==> run_1/clock_nets.png <==
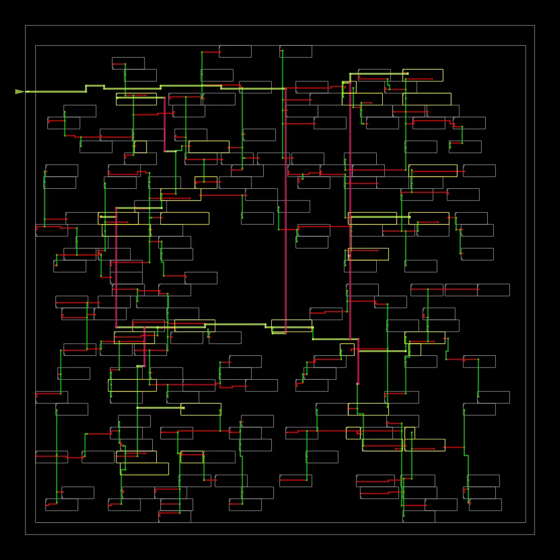
==> run_1/m2.png <==
(3 px per um)
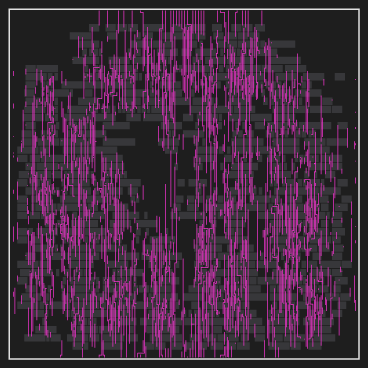
==> run_1/class_map.png <==
(3 px per um) Fill, decap, tap and diode cells in gray.
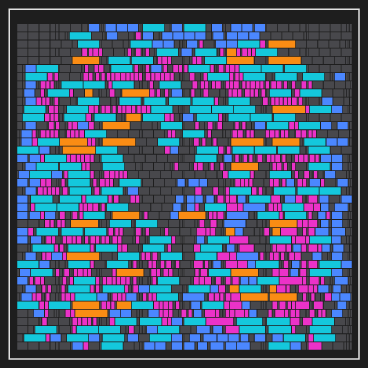
==> config.mk <==
export PLATFORM = sky130hd
export DESIGN_NAME = vga_frame_scheduler
export DESIGN_NICKNAME = d
export VERILOG_FILES = /design/src/rtl/vga_frame_scheduler.sv
export SDC_FILE = /design/constraint.sdc
export NUM_CORES = 1
export LEC_CHECK = 0
export CORE_MARGIN = 2
export CORE_UTILIZATION = 45
export DETAILED_ROUTE_END_ITERATION = 6
export HOLD_SLACK_MARGIN = 0.02
export PLACE_DENSITY = 0.76
export SYNTH_ARGS = -nofsm -noshare
export SYNTH_HDL_FRONTEND = slang
export SYNTH_SLANG_ARGS = --single-unit
==> constraint.sdc <==
create_clock -name vga_clk_i -period 1.6 [get_ports vga_clk_i]
set_input_delay 0.16 -clock vga_clk_i [delete_from_list [all_inputs] [get_ports vga_clk_i]]
set_output_delay 0.16 -clock vga_clk_i [all_outputs]
set_load 0.01 [all_outputs]
==> src/rtl/vga_frame_scheduler.sv <==
// Shadows CPU result words and commits them to colorpart on frame end (output 1 cycle after picture_over_i).
// Writes are refused only during the picture_over_i cycle, so a commit never races an accept.
module vga_frame_scheduler (
  input  logic        vga_clk_i,
  input  logic        rst_i,
  input  logic        wr_valid_i,
  output logic        wr_ready_o,
  input  logic        wr_sel_i,
  input  logic [31:0] wr_data_i,
  input  logic        display_req_i,
  input  logic        picture_over_i,
  output logic [31:0] chicken_o,
  output logic [31:0] rabbit_o,
  output logic        display_en_o,
  output logic        commit_o,
  output logic [15:0] frame_cnt_o,
  output logic [7:0]  overwrite_cnt_o
);

  typedef enum logic [1:0] {
    ST_OFF   = 2'd0,
    ST_ARM   = 2'd1,
    ST_ON    = 2'd2,
    ST_DRAIN = 2'd3
  } disp_state_t;

  disp_state_t state, state_nxt;

  logic [31:0] sh_chicken;
  logic [31:0] sh_rabbit;
  logic        pend_c;
  logic        pend_r;
  logic        accept;
  logic        overwrite;

  assign wr_ready_o = ~picture_over_i;
  assign accept     = wr_valid_i & wr_ready_o;
  assign overwrite  = accept & (wr_sel_i ? pend_r : pend_c);

  always_ff @(posedge vga_clk_i) begin
    if (rst_i) begin
      sh_chicken      <= '0;
      sh_rabbit       <= '0;
      pend_c          <= 1'b0;
      pend_r          <= 1'b0;
      chicken_o       <= '0;
      rabbit_o        <= '0;
      commit_o        <= 1'b0;
      overwrite_cnt_o <= '0;
    end else begin
      commit_o <= picture_over_i & (pend_c | pend_r);
      // accept and commit are mutually exclusive, so pend set/clear never collide
      if (picture_over_i) begin
        if (pend_c) begin
          chicken_o <= sh_chicken;
          pend_c    <= 1'b0;
        end
        if (pend_r) begin
          rabbit_o <= sh_rabbit;
          pend_r   <= 1'b0;
        end
      end else if (accept) begin
        if (wr_sel_i) begin
          sh_rabbit <= wr_data_i;
          pend_r    <= 1'b1;
        end else begin
          sh_chicken <= wr_data_i;
          pend_c     <= 1'b1;
        end
      end
      if (overwrite && overwrite_cnt_o != 8'hFF) begin
        overwrite_cnt_o <= overwrite_cnt_o + 8'd1;
      end
    end
  end

  always_ff @(posedge vga_clk_i) begin
    if (rst_i) begin
      state       <= ST_OFF;
      frame_cnt_o <= '0;
    end else begin
      state <= state_nxt;
      if (picture_over_i && (state == ST_ON || state == ST_DRAIN)) begin
        frame_cnt_o <= frame_cnt_o + 16'd1;
      end
    end
  end

  always_comb begin
    state_nxt = state;
    case (state)
      ST_OFF:   if (display_req_i) state_nxt = ST_ARM;
      ST_ARM: begin
        if (!display_req_i)      state_nxt = ST_OFF;
        else if (picture_over_i) state_nxt = ST_ON;
      end
      ST_ON:    if (!display_req_i) state_nxt = ST_DRAIN;
      ST_DRAIN: begin
        if (display_req_i)       state_nxt = ST_ON;
        else if (picture_over_i) state_nxt = ST_OFF;
      end
      default:  state_nxt = ST_OFF;
    endcase
  end

  assign display_en_o = (state == ST_ON) || (state == ST_DRAIN);

endmodule

==> impl_metrics.yaml, run 1 <==
# physical design summary
critical_path:
  crit_slowest_cell: "a2111o_1"
  path_buffers: 1
  crit_chain: "ha_4 -> and3_4 -> a2111o_1 -> buf_4 -> o21ai_0 -> a21oi_2"
  timing.rr.end: "overwrite_cnt_o[5]$_SDFFE_PP0P_"
  path_class: "reg2reg"
  path_max_fanout: 4
  r2r_cells: 6
  cp-endpoint: "overwrite_cnt_o[5]$_SDFFE_PP0P_"
  r2r_setup_slack_ns: -0.08
  cp_top_family: "AND-OR/OR-AND gates"
  cp-end-kind: "register"
place:
  io_buffers: 128
  gp_congestion: 0.870
  hpwl_mm: 9.58
  dp_slack_ns: -0.223
grt:
  grt.busiest_layer: "met2"
  grtUsageMet1_pct: 28.3
  grt_pass1_wl_mm: 24.1
  grt_pass1_vias: 5043
  globalRouteOverflowTotal: 0
  antenna_found_initial: 0
  track_usage_pct: 23.0
floorplan:
  initCoreUtil_pct: 46.5
  ioPinCount: 129
  dieArea_um2: 13500
  die_w_um: 116
  nWellTaps: 168
final_timing:
  slew_violations: 0
  worstMarginPinSlew_ns: 0.372
  whs_ns: 0.137
  finalClockPeriodUsage_pct: 105
  final.setup.worst_slack_ns: -0.0768
  fmax_ghz: 0.596
  relSlewSlack_pct: 75.2
  setup_violations: 3
  fin_crit_ns: 1.68
hold_path:
  hold_class: "in2reg"
  min_from: "rst_i"
  worstHoldEndpoint: "frame_cnt_o[11]$_SDFFE_PP0P_"
  min_path_cells: 2
power:
  ir_worst_vdd_v: 0.00108
  leakage_uw: 0.00296
  totalPowerFinal_uw: 9180
  powerDensity_nw_per_um2: 1130
logic_synthesis:
  syn_inst: 710
  synthDistinctLibCells: 31
  syn_avg_cell_area_um2: 7.96
  synthArstFlopShare_pct: 0
  yosysWarnings: 0
  synth.top_cells.by_count: "270 x nand2_1, 157 x dfxtp_1, 139 x a21oi_1, 41 x clkbuf_1, 21 x nor2_1"
  ys_cells: 710
  top_area_share_pct: 55.6
  fp_nets: 750
  synth-edff-count: 0
  top_area_cell: "dfxtp_1"
  top_cell: "nand2_1"
  synth_seq_share_pct: 55.6
  synth_area_um2: 5650
detailed_routing:
  num_vias: 5254
  drtPass1Iterations: 5
  met3_length_um: 836
  wl_met2_mm: 7.49
  top_layer_used: "met4"
  ant_nets: 0
  remaining_drc_errors: 0
  wl_per_cell_um: 14.4
  finalWirelength_mm: 14.8
finish:
  area_dominant_class: "registers"
  multi_input_comb_cells: 500
  inv_count: 6
  clkCellAreaFrac_pct: 8.78
  signal_buffers: 166
  nFillCells: 954
  n_antenna_cell: 0
  areaGrowthSynthToFinish_pct: 43.2
  drive_above_1_share_pct: 10.5
  nets: 888
  comb_area_um2: 2360
clock_network:
  clkTransAtPathRegs_ns: 0.06
  cts_tree: "yes"
  cts_hold_buf: 0
job:
  cap_violations: 0
run_status:
  status: "complete, but fails checks"
  violations: "negative setup slack"
-- clock_nets.png (at the start) --
registers: 157
TritonCTS Buffers: 17
clk sinks: 157
Clock Power: 4800 uW
Clock buffer cells: 19

-- m2.png (at the start) --
The wires run mostly vertical. The layer holds 51% of the routed length.

-- class_map.png (at the start) --
clock drivers and dummy loads: in orange, cells 32, share of their area 9.0%. remaining logic cells: in magenta, cells 506, share of their area 30%. registers: in cyan, cells 157, share of their area 40%. remaining buffers and delay cells: in blue, cells 166, share of their area 21%.
final core occ: 66.6%
Core Box Area: 12,200 um2
flop share of the area: 39.0%
Rows: 40

## run 1: cell families (layout without fill, tap and decap cells)
kind of cell | count (synthesis) | count (layout) | share of synthesized area (%)
AND/OR/NAND/NOR | 332 | 332 | 24.1
flip-flops | 157 | 157 | 55.6
AND-OR/OR-AND | 149 | 149 | 13.5
buffers and inverters | 53 | 204 | 3.61
XOR/XNOR | 15 | 15 | 2.32
adder cells (fa/ha/maj) | 2 | 2 | 0.443
multiplexers | 2 | 2 | 0.354
## run 1: timing repair
item / CTS / global route
gates resized: 9 / 18
endpoints found under the setup margin: 11 / 18
buffers inserted: 0 / 2
pin swaps: 0 / 7
## run 1: power breakdown
part / internal (uW) / switching [uW]
Clock: 3180 / 1620
Sequential: 3970 / 30.5
Combinational: 169 / 213
Total: 7310 / 1860
## run 1: cell usage in the layout, fill, tap and decap left out, types with 3 or more instances in the layout
master,synthesis,layout
nand2_1,270,270
dfxtp_1,157,152
a21oi_1,139,137
clkdlybuf4s50_1,0,112
buf_4,0,34
nor2_1,21,20
clkbuf_16,0,17
nand3_1,9,9
xnor2_1,8,8
dlymetal6s2s_1,0,8
xor2_1,7,7
bufinv_16,0,7
dlygate4sd2_1,0,7
inv_1,6,6
nand4_1,6,6
nor3_1,6,6
or3_1,5,5
buf_12,0,5
o21ai_0,5,4
and2_1,3,3
dfxtp_2,0,3
## run 1: metrics by stage
step | area, um2 | setup TNS [ns] | cells | utilization [%]
after floorplan | 5680 | -0.00327 | 710 | -
after global placement | 7320 | -7.38 | 995 | 60.2
after detailed placement | 7320 | -11.30 | 995 | 60.2
after CTS | 8030 | -0.0728 | 1027 | 66.0
after global routing | 8100 | -0.340 | 1029 | 66.6
final | 8100 | -0.140 | 1029 | 66.6
## Run 2: what changed since run 1
--- a/config.mk
+++ b/config.mk
@@ -6,10 +6,10 @@
 export NUM_CORES = 1
 export LEC_CHECK = 0
 export CORE_MARGIN = 2
-export CORE_UTILIZATION = 45
+export CORE_UTILIZATION = 50
 export DETAILED_ROUTE_END_ITERATION = 6
 export HOLD_SLACK_MARGIN = 0.02
-export PLACE_DENSITY = 0.76
+export PLACE_DENSITY = 0.8
 export SYNTH_ARGS = -nofsm -noshare
 export SYNTH_HDL_FRONTEND = slang
 export SYNTH_SLANG_ARGS = --single-unit
==> constraint.sdc (replaced) <==
create_clock -name vga_clk_i -period 1.9 [get_ports vga_clk_i]
set_input_delay 0.19 -clock vga_clk_i [delete_from_list [all_inputs] [get_ports vga_clk_i]]
set_output_delay 0.19 -clock vga_clk_i [all_outputs]
set_load 0.01 [all_outputs]
==> run_2/class_map.png <==
(3 px per um) Fill, decap, tap and diode cells in gray.
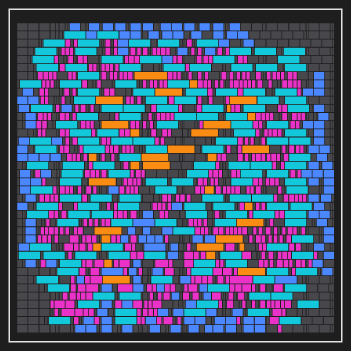
clock drivers and dummy loads: in orange, cells 32, share of their area 7.5%. remaining logic cells: in magenta, cells 506, share of their area 31%. registers: in cyan, cells 157, share of their area 42%. remaining buffers and delay cells: in blue, cells 148, share of their area 20%.

==> run_2/pinout.png <==
(2 px per um) Pins as bars across the die edge, other pins in gray.
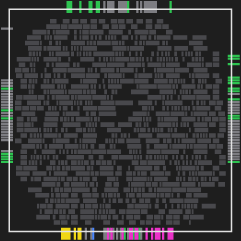
rabbit_o: in green, pins 32, direction output, edge 12 right, 10 top, 7 left, 3 bottom. frame_cnt_o: in magenta, pins 16, direction output, edge bottom. wr_sel_i: in blue, pins 1, direction input, edge bottom. overwrite_cnt_o: in yellow, pins 8, direction output, edge bottom.
All pins by edge: 38 bottom, 33 right, 29 top, 29 left.
Die W: 110 um
Die Ht: 110 um
Buffers on Ports: 128

==> run 2 against run 1 <==
  * The flow now finishes without violations
  * Maximum frequency shrank 9.3%
  * Register-to-register slack gained 0.13 ns
  * Sequential cell count is the same
  * Setup slack gained 0.13 ns
  * Die area shrank 9.7%
  * Hold slack gained 0.22 ns
  * Final cell count shrank 4.5%
  * Clock skew grew 0.0063 ns
  * Non-clock buffer count shrank 18
  * Critical endpoint is now overwrite_cnt_o[7]$_SDFFE_PP0P_
  * Largest cell class unchanged
  * Largest power group is now sequential cells
==> impl_metrics.yaml, run 2 <==
# physical design summary
run_status:
  status: "finished, final reports clean"
final_timing:
  relSlewSlack_pct: 57.5
  slew_violations: 0
  fin_crit_ns: 1.85
logic_synthesis:
  ys_sh_adder_pct: 0.443
  top_area_share_pct: 55.6
  top_logic_kind: "simple AND/OR/NAND/NOR gates"
  simple_gate_area_share_pct: 24.1
  top_cell: "nand2_1"
  mux_share_pct: 0.354
  fp_nets: 750
  synth_seq_share_pct: 55.6
  synthAoiAreaFrac_pct: 13.5
  synth.top_cells.by_count: "270 x nand2_1, 157 x dfxtp_1, 139 x a21oi_1, 41 x clkbuf_1, 21 x nor2_1"
  syn_avg_cell_area_um2: 7.96
  ys_cells: 710
  yosysWarnings: 0
clock_network:
  post_cts_buffers: 0
  clock_sinks: 157
  cts_tree: "yes"
  clkTransAtPathRegs_ns: 0.07
job:
  cap_violations: 0
detailed_routing:
  drtPass1Iterations: 5
  finalWirelength_mm: 14.5
  top_layer_used: "met4"
  wl_met2_mm: 7.33
  met3_length_um: 978
  wl_per_cell_um: 14.7
power:
  ir_worst_vdd_v: 0.000587
  netSwitchingFraction_pct: 23.1
  top_power_group: "sequential cells"
  comb-power_uw: 316
  power_frac_clock_pct: 46.6
  leakage_uw: 0.00259
finish:
  nFillCells: 867
  areaGrowthSynthToFinish_pct: 36.1
  nets: 870
  n_antenna_cell: 0
  final_common_cell: "nand2_1"
  finalNonFillerCells: 983
hold_path:
  hold_class: "in2reg"
  min_path_cells: 3
  min_from: "wr_data_i[21]"
  worstHoldEndpoint: "sh_rabbit[21]$_SDFFE_PP0P_"
grt:
  grt_pass1_wl_mm: 23.1
  globalRouteOverflowTotal: 0
  grt.busiest_layer: "met2"
  antenna_found_initial: 0
  grtUsageMet1_pct: 29.2
  grt_pass1_vias: 4994
critical_path:
  cp-end-kind: "register"
  cp-endpoint: "overwrite_cnt_o[7]$_SDFFE_PP0P_"
  crit_slowest_cell: "a2111o_1"
  timing.rr.end: "overwrite_cnt_o[7]$_SDFFE_PP0P_"
  path_class: "reg2reg"
  r2r_setup_slack_ns: 0.05
floorplan:
  row_count: 38
==> run_2/clock_nets.png <==
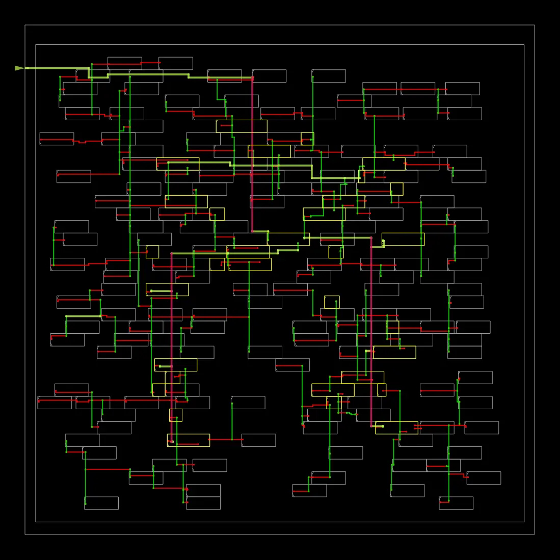
later-pin clock latency in the skew report: 0.41 ns
Clock buffer cells: 18
Clock Power: 3210 uW
Setup Skew: 0.0102 ns

-- run 2: cell types whose count changed in the layout (fill, tap and decap cells not counted), sizes merged --
cell           before  now
dlygate4sd3         0    1
buf                39   20
clkbuf             19   18
clkdlybuf4s50     112  127
bufinv              7    1
clkinvlp            2    6
inv                 9   12
dlymetal6s2s        8    0
dlygate4sd2         7    0
-- run 2: cell families (layout without fill, tap and decap cells) --
| family | after synthesis | in the layout |
|---|---|---|
| AOI/OAI and AO/OA | 149 | 149 |
| xor gates and xnor gates | 15 | 15 |
| adders and majority gates | 2 | 2 |
| buffers and inverters | 53 | 186 |
| DFF | 157 | 157 |
| muxes | 2 | 2 |
| and+or+nand+nor | 332 | 332 |
-- run 2: critical path, delay by kind of cell (launching register included) --
| kind | cells | cell delay [ns] |
|---|---|---|
| and+or+nand+nor | 2 | 0.54 |
| DFF | 1 | 0.35 |
| adders and majority gates | 1 | 0.27 |
| AOI/OAI and AO/OA | 2 | 0.62 |
-- run 2: stage by stage --
stage          utilization [%]  hold slack (ns)  power, uW  area [um2]  setup slack (ns)
5_1_grt                   70.4            0.356       7110        7700           0.00260
2_1_floorplan                -            0.326       3590        5650             0.164
6_report                  70.4            0.358       6900        7700            0.0520
3_5_place_dp              65.1            0.444       3750        7120           -0.0292
3_3_place_gp              65.1            0.436       3740        7120            0.0915
4_1_cts                   70.3            0.351       6940        7690            0.0679
-- run 2: final cells by class --
cell class              instances  area, um2  area share, %
repair buffers                148       1480           19.2
multi-input cells             500       2310           30.0
inverters                       6       22.5          0.293
well taps                     140        175           2.28
clock buffers                  18        429           5.58
clock inverters                14        133           1.72
flip-flops and latches        157       3140           40.8
-- run 2: timing repair --
action | 4_1_cts | 5_1_grt
endpoints found under the setup margin | 0 | 1
endpoints found under the hold margin | 2 | 0
resized | 0 | 1
hold buffers | 1 | 0
## Run 3: what changed since run 2
--- a/config.mk
+++ b/config.mk
@@ -10,6 +10,8 @@
 export DETAILED_ROUTE_END_ITERATION = 6
 export HOLD_SLACK_MARGIN = 0.02
 export PLACE_DENSITY = 0.8
+export SETUP_SLACK_MARGIN = 0.2
+export SKIP_CTS_REPAIR_TIMING = 1
 export SYNTH_ARGS = -nofsm -noshare
 export SYNTH_HDL_FRONTEND = slang
 export SYNTH_SLANG_ARGS = --single-unit
==> run_3/clock_wires.png <==
(4 px per um)
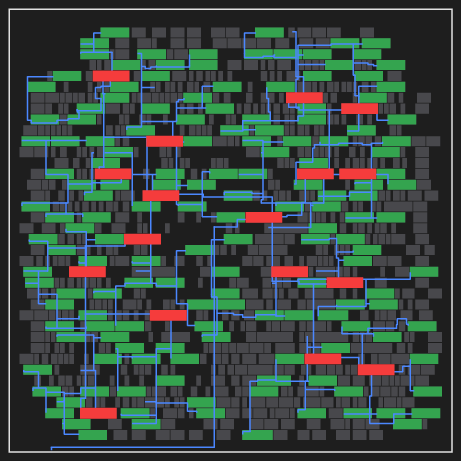
flip-flops: in green, count 157. clock wires: in blue, length 1,750 um. clock-net drivers: in red, count 17.
Position of the flops: widely spread. There are 18 routed clock nets.

==> run_3/clock_nets.png <==
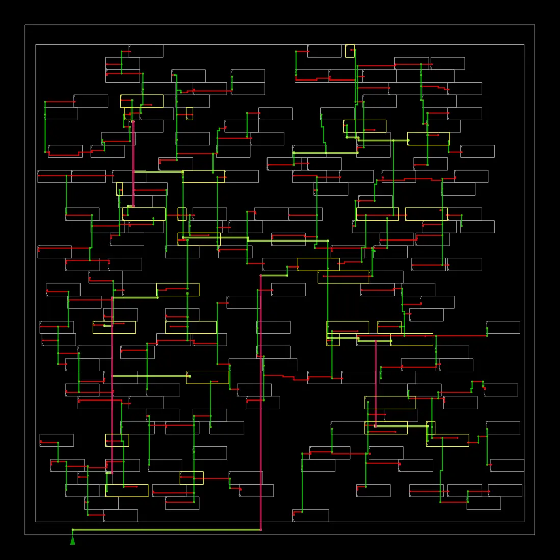
Clock Power: 3420 uW
Clock buffer cells: 23

==> run 3 against run 2 <==
  * Hold slack worse by 0.14 ns
  * Power is 3.1% higher
  * Wire length is 1.9% higher
  * Critical endpoint unchanged
  * Combinational power is 3% higher
  * Critical path type unchanged
==> impl_metrics.yaml, run 3 <==
# physical design summary
final_timing:
  slew_violations: 0
  final.setup.worst_slack_ns: 0.224
  relSlewSlack_pct: 67.3
  fin_crit_ns: 1.68
  fin_skew_ns: 0.00854
  whs_ns: 0.217
grt:
  grt_pass1_vias: 5003
  globalRouteOverflowTotal: 0
  use_met2_pct: 43.3
  grt_pass1_wl_mm: 23.5
  grt_max_degree: 64
  grtUsageMet1_pct: 29.3
  grt.busiest_layer: "met2"
  antenna_found_initial: 0
hold_path:
  hold_class: "in2reg"
  min_path_cells: 2
critical_path:
  cp-end-kind: "register"
  path_max_fanout: 4
  cp.depth: 5
  crit_slowest_cell: "a2111o_1"
  path_buffers: 0
  cp_top_family: "simple AND/OR/NAND/NOR gates"
  r2r_cells: 5
  crit_chain: "ha_4 -> and3_4 -> a2111o_1 -> or3_1 -> a21oi_1"
  path_class: "reg2reg"
detailed_routing:
  met3_length_um: 880
  num_vias: 5228
  finalWirelength_mm: 14.7
  wl_met1_mm: 5.93
  wl_met2_mm: 7.61
  ant_nets: 0
  wl_per_cell_um: 14.9
  remaining_drc_errors: 0
  drtPass1Iterations: 5
  top_layer_used: "met4"
floorplan:
  die_w_um: 110
  die_h_um: 110
  initCoreUtil_pct: 51.7
finish:
  areaGrowthSynthToFinish_pct: 38.7
  n_antenna_cell: 0
  nets: 876
  final_area_um2: 7840
  final_common_cell: "nand2_1"
clock_network:
  clkTransAtPathRegs_ns: 0.06
  worstSkewPairLatency_ns: 0.41
  cts_buffer_depth: 2
  clock_sinks: 157
  cts_tree: "yes"
  h-tree-depth: 4
logic_synthesis:
  synth_area_um2: 5650
  top_area_cell: "dfxtp_1"
  yosysWarnings: 0
  synth.top_cells.by_count: "270 x nand2_1, 157 x dfxtp_1, 139 x a21oi_1, 41 x clkbuf_1, 21 x nor2_1"
  top_area_share_pct: 55.6
  synth_seq_share_pct: 55.6
  ys_cells: 710
  synthArstFlopShare_pct: 0
  ys.flops: 157
  topCellsByArea: "dfxtp_1 56%, nand2_1 18%, a21oi_1 12%, clkbuf_1 2.7%, nor2_1 1.4%"
  syn_avg_cell_area_um2: 7.96
  top_cell: "nand2_1"
  fp_nets: 750
  syn_inst: 710
  synthDistinctLibCells: 31
place:
  io_buffers: 128
  placed_area_um2: 7170
  dp_slack_ns: -0.0919
power:
  comb_power_share_pct: 4.6
  comb-power_uw: 325
  top_power_group: "the clock network"
  power_frac_clock_pct: 48.0
  totalPowerFinal_uw: 7110
  leakage_uw: 0.00266
  power_switching_uw: 1470
  netSwitchingFraction_pct: 20.7
  ir_worst_vdd_v: 0.000746
run_status:
  status: "finished, final reports clean"
job:
  cap_violations: 0
==> run_3/class_map.png <==
(3 px per um) Fill, decap, tap and diode cells in gray.
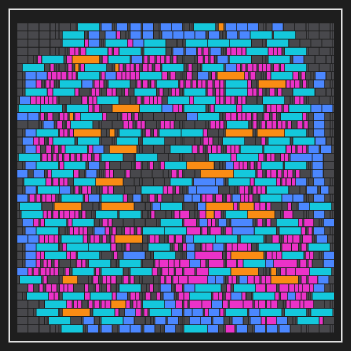
remaining logic cells: in magenta, cells 506, share of their area 31%. registers: in cyan, cells 157, share of their area 41%. clock drivers and dummy loads: in orange, cells 30, share of their area 7.7%. remaining buffers and delay cells: in blue, cells 154, share of their area 20%.
final core occ: 71.7%
Core Box Area: 10,900 um2
Rows: 38
flop share of the area: 40.2%

## run 3: cell types whose count changed in the layout (fill, tap and decap cells not counted), sizes merged, moves of 2 or more
| cell | before | now |
|---|---|---|
| buf | 20 | 27 |
| clkinv | 1 | 3 |
| inv | 12 | 6 |
| clkbuf | 18 | 23 |
| bufinv | 1 | 3 |
| clkinvlp | 6 | 1 |
## run 3: final cells by class
class | count | area, um2
tap | 140 | 175
multi-input combinational | 500 | 2350
clock inverter | 7 | 113
timing repair buffer | 154 | 1550
clock buffer | 23 | 478
sequential | 157 | 3150
fill | 842 | 3100
inverter | 6 | 22.5
## run 3: path summary, 6_finish.rpt
path                                                 startpoint                              end  slack [ns]
worst max-delay path            overwrite_cnt_o[0]$_SDFFE_PP0P_  overwrite_cnt_o[7]$_SDFFE_PP0P_        0.22
worst min-delay path                                      rst_i     frame_cnt_o[11]$_SDFFE_PP0P_        0.22
worst max register to register  overwrite_cnt_o[0]$_SDFFE_PP0P_  overwrite_cnt_o[7]$_SDFFE_PP0P_        0.22
worst min register to register        chicken_o[6]$_SDFFE_PP0P_        chicken_o[6]$_SDFFE_PP0P_        0.45
## run 3: through the flow
stage               cells  setup TNS, ns
floorplan             710              0
global placement      952        -0.0258
detailed placement    952         -0.159
CTS                   982              0
global route          987              0
finish                987              0
## run 3: kinds of logic (layout without fill, tap and decap cells)
logic type | count (synthesis) | count (layout) | synth area share (%)
simple gates | 332 | 332 | 24.1
flops | 157 | 157 | 55.6
compound gates | 149 | 149 | 13.5
buf+inv | 53 | 190 | 3.61
xor+xnor | 15 | 15 | 2.32
fa+ha+maj | 2 | 2 | 0.443
mux | 2 | 2 | 0.354
Power figures rest on the tool's default switching activity, not on a simulated workload.
